$ cat config.mk
export PLATFORM = sky130hd
export DESIGN_NAME = pll_lock_supervisor
export DESIGN_NICKNAME = d
export VERILOG_FILES = /design/src/rtl/pll_lock_supervisor.sv
export SDC_FILE = /design/constraint.sdc
export NUM_CORES = 1
export LEC_CHECK = 0
export CAP_MARGIN = 30
export CORE_ASPECT_RATIO = 1.25
export CORE_UTILIZATION = 45
export CTS_CLUSTER_DIAMETER = 120
export DETAILED_ROUTE_END_ITERATION = 16
export MAX_ROUTING_LAYER = met4
export PLACE_DENSITY = 0.68
export SYNTH_ARGS = -nofsm -noshare
export SYNTH_HDL_FRONTEND = slang
export SYNTH_SLANG_ARGS = --single-unit
$ cat constraint.sdc
create_clock -name clock -period 1.65 [get_ports clock]
set_input_delay 0.33 -clock clock [delete_from_list [all_inputs] [get_ports clock]]
set_output_delay 0.33 -clock clock [all_outputs]
set_load 0.02 [all_outputs]
$ cat src/rtl/pll_lock_supervisor.sv
`timescale 1ns/1ps
// pll_lock_supervisor
//   Holds a downstream clock domain in reset until the PLL lock flag has been
//   continuously high for STABLE_CYCLES synchronized cycles. On lock loss it
//   pulses lock_lost, counts the event and holds reset for HOLD_CYCLES before
//   requalifying.
//
// Ports:
//   clock       in   PLL output clock
//   reset       in   asynchronous active-high reset
//   locked      in   PLL lock flag, asynchronous to clock
//   clear_count in   synchronous clear of loss_count
//   rst_out     out  active-high reset for the downstream domain (registered)
//   ready       out  high only while running (registered, == !rst_out)
//   lock_lost   out  one-cycle pulse on a lock loss while running
//   loss_count  out  saturating count of lock-loss events
module pll_lock_supervisor #(
    parameter int unsigned STABLE_CYCLES = 1024,
    parameter int unsigned HOLD_CYCLES   = 16,
    parameter int unsigned LOSS_CNT_W    = 8
) (
    input  logic                  clock,
    input  logic                  reset,
    input  logic                  locked,
    input  logic                  clear_count,
    output logic                  rst_out,
    output logic                  ready,
    output logic                  lock_lost,
    output logic [LOSS_CNT_W-1:0] loss_count
);

    // One counter is shared by the stabilize and hold phases.
    localparam int unsigned MaxCycles = (STABLE_CYCLES > HOLD_CYCLES) ? STABLE_CYCLES
                                                                      : HOLD_CYCLES;
    localparam int unsigned CntW      = (MaxCycles > 1) ? $clog2(MaxCycles) : 1;
    localparam logic [CntW-1:0] StableLast = CntW'(STABLE_CYCLES - 1);
    localparam logic [CntW-1:0] HoldLast   = CntW'(HOLD_CYCLES - 1);

    typedef enum logic [1:0] {
        StWaitLock,
        StStabilize,
        StRun,
        StHold
    } state_e;

    state_e                  state_q, state_d;
    logic [CntW-1:0]         cnt_q, cnt_d;
    logic                    locked_meta_q, locked_s_q;
    logic                    loss_evt;

    logic                    rst_out_q, rst_out_d;
    logic                    ready_q, ready_d;
    logic                    lock_lost_q, lock_lost_d;
    logic [LOSS_CNT_W-1:0]   loss_count_q, loss_count_d;

    // Two-flop synchronizer; only locked_s_q feeds the FSM.
    always_ff @(posedge clock or posedge reset) begin
        if (reset) begin
            locked_meta_q <= 1'b0;
            locked_s_q    <= 1'b0;
        end else begin
            locked_meta_q <= locked;
            locked_s_q    <= locked_meta_q;
        end
    end

    // State register
    always_ff @(posedge clock or posedge reset) begin
        if (reset) begin
            state_q <= StWaitLock;
            cnt_q   <= '0;
        end else begin
            state_q <= state_d;
            cnt_q   <= cnt_d;
        end
    end

    // Next-state logic
    always_comb begin
        state_d  = state_q;
        cnt_d    = cnt_q;
        loss_evt = 1'b0;
        unique case (state_q)
            StWaitLock: begin
                if (locked_s_q) begin
                    state_d = StStabilize;
                    cnt_d   = '0;
                end
            end
            StStabilize: begin
                // A drop before qualification is not a loss event.
                if (!locked_s_q) begin
                    state_d = StWaitLock;
                    cnt_d   = '0;
                end else if (cnt_q == StableLast) begin
                    state_d = StRun;
                    cnt_d   = '0;
                end else begin
                    cnt_d = cnt_q + CntW'(1);
                end
            end
            StRun: begin
                if (!locked_s_q) begin
                    state_d  = StHold;
                    cnt_d    = '0;
                    loss_evt = 1'b1;
                end
            end
            StHold: begin
                // Lock flag is ignored so the hold time is always honoured.
                if (cnt_q == HoldLast) begin
                    state_d = StWaitLock;
                    cnt_d   = '0;
                end else begin
                    cnt_d = cnt_q + CntW'(1);
                end
            end
            default: begin
                state_d = StWaitLock;
                cnt_d   = '0;
            end
        endcase
    end

    // Output logic: outputs are registered from the next state so they line
    // up with the state they describe.
    always_comb begin
        rst_out_d    = (state_d != StRun);
        ready_d      = (state_d == StRun);
        lock_lost_d  = loss_evt;
        loss_count_d = loss_count_q;
        if (clear_count) begin
            loss_count_d = '0;
        end else if (loss_evt && (loss_count_q != {LOSS_CNT_W{1'b1}})) begin
            loss_count_d = loss_count_q + LOSS_CNT_W'(1);
        end
    end

    always_ff @(posedge clock or posedge reset) begin
        if (reset) begin
            rst_out_q    <= 1'b1;
            ready_q      <= 1'b0;
            lock_lost_q  <= 1'b0;
            loss_count_q <= '0;
        end else begin
            rst_out_q    <= rst_out_d;
            ready_q      <= ready_d;
            lock_lost_q  <= lock_lost_d;
            loss_count_q <= loss_count_d;
        end
    end

    assign rst_out    = rst_out_q;
    assign ready      = ready_q;
    assign lock_lost  = lock_lost_q;
    assign loss_count = loss_count_q;

endmodule

Fig. 1: cell classes on the final placement
The bar under the picture is 20 µm long. Fill, decap, tap and diode cells in gray.
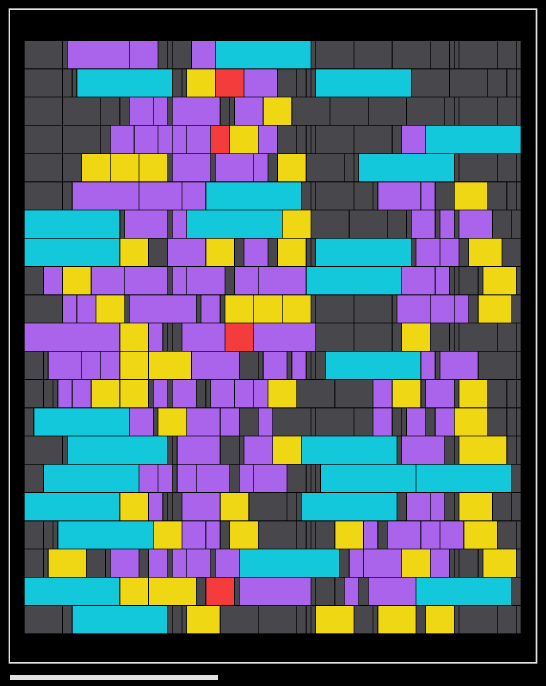
Key: yellow = remaining buffers and delay cells [cells 49]; red = clock drivers and dummy loads [cells 4]; purple = remaining logic cells [cells 106]; cyan = registers [cells 25]
row count: 21
flop share of the area: 0.3374

Fig. 2: gate families picked out
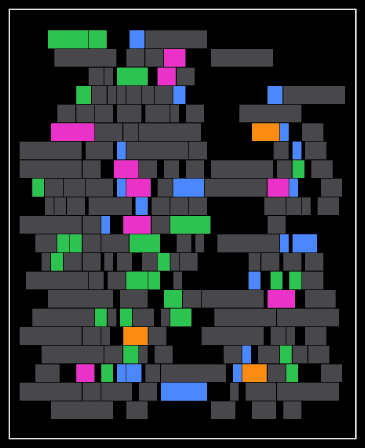
Key: blue = nor cells [cells 19, most used nor2_1]; orange = mux cells [cells 3, most used mux2i_1]; green = aoi and oai cells [cells 24, most used o21ai_0, where spread over the die]; magenta = non-inverting ao/oa cells [cells 9]
Final Non-Filler Cells: 218
Comb area share: 0.3999
Commonest Layout Cell: buf_4

==> GITHUB_STEP_SUMMARY <==
### Yosys + OpenROAD results

| Metric | Value |
|---|---|
| Max FFs per register | 10 |
| N_taps | 34 |
| MaxCap Viol Count | 0 |
| Number of cells on the critical path | 5 |
| FF-to-FF Start | cnt_q[0] |
| Final worst slack | -0.02912 ns |
| Clock slew at reported path FFs | 0.13 ns |
| Fin nets | 191 |
| Post-Place Cells | 208 |
| Worst hold slack | 0.2631 ns |
| Synth-to-Final Area Change | 39.98% |
| Status | complete, but fails checks |
| Reg2Reg Setup Slack | -0.03 ns |
| Dpl hpwl | roughly 2.5 mm |
| Initial DRC Count | 36 |
| Max Slew Vio Count | 0 |
| Met3 Resource Use GR | 0.03650 |
| Combinational fraction of design power | 0.335 |
| CP Capture Point | cnt_q[7] |
| P_clk | between 0.2 and 0.3 mW |
| Flip-flops with a built-in enable | 0 |
| R2r endpoint | cnt_q[7] |
| Worst path max stage delay | 0.43 ns |
| Worst slew pin tran | around 0.41 ns |
| Post-layout period usage | 1.018 |
| Busiest layer in global routing | met2 |
| Non-clock buffers | slightly below 50 |
| Post-Synth Adder-Cell Area | 0.01881 |
| Most common cell in the synthesized netlist | dfrtp_1 |
| Final Cell Area | 1862 µm² |
| Log Warnings | 29 |
| Floorplan Nets | about 140 |
| Drt total wl | 3.466 mm |
| RSZ-0062 raised after global routing | true |
| Post-synthesis register bit count | 25 |
| CTS sink cnt | 25 |
| Number of nets still failing antenna checks after routing | 0 |
| # hold bufs at CTS | 0 |
| Pleak | 0.8954 nW |
| Nonclk inv count | 5 |
| Worst hold path class | in -> async |
| Postcts setup bufs | 3 |
| CTS Root Buffer Type | clkbuf_4 |
| Post-synthesis compound-gate area fraction | 0.1740 |
| Drt pass-1 iters | 4 |
| I/O pin total | 15 |
| Critical path data arrival time | about 1.9 ns |
| Layout cells sized above 1 | 0.3478 |
| Failing checks | negative setup slack |
| Kind of critical path | reg -> reg |
| Setup Viol. Count Final | 2 |
| XOR/XNOR Area Share | 0.03293 |
| Worst clock skew | ~0.0007 ns |
| Register area share after synthesis | 0.4713 |
| Yosys cell count | 136 |
| Top reg by flops | cnt_q |
| NonClk Buf Share | 0.2151 |
| Clk pwr share | 0.192 |
| Cell internal pwr | 0.9822 mW |
| Skew-Pair Late Insertion Delay | 0.33 ns |
| Crit end category | register |
| Synth warn | 0 |
| Top Layer Used | met4 |
No activity file was given, so power comes from the tool's default toggle rates.
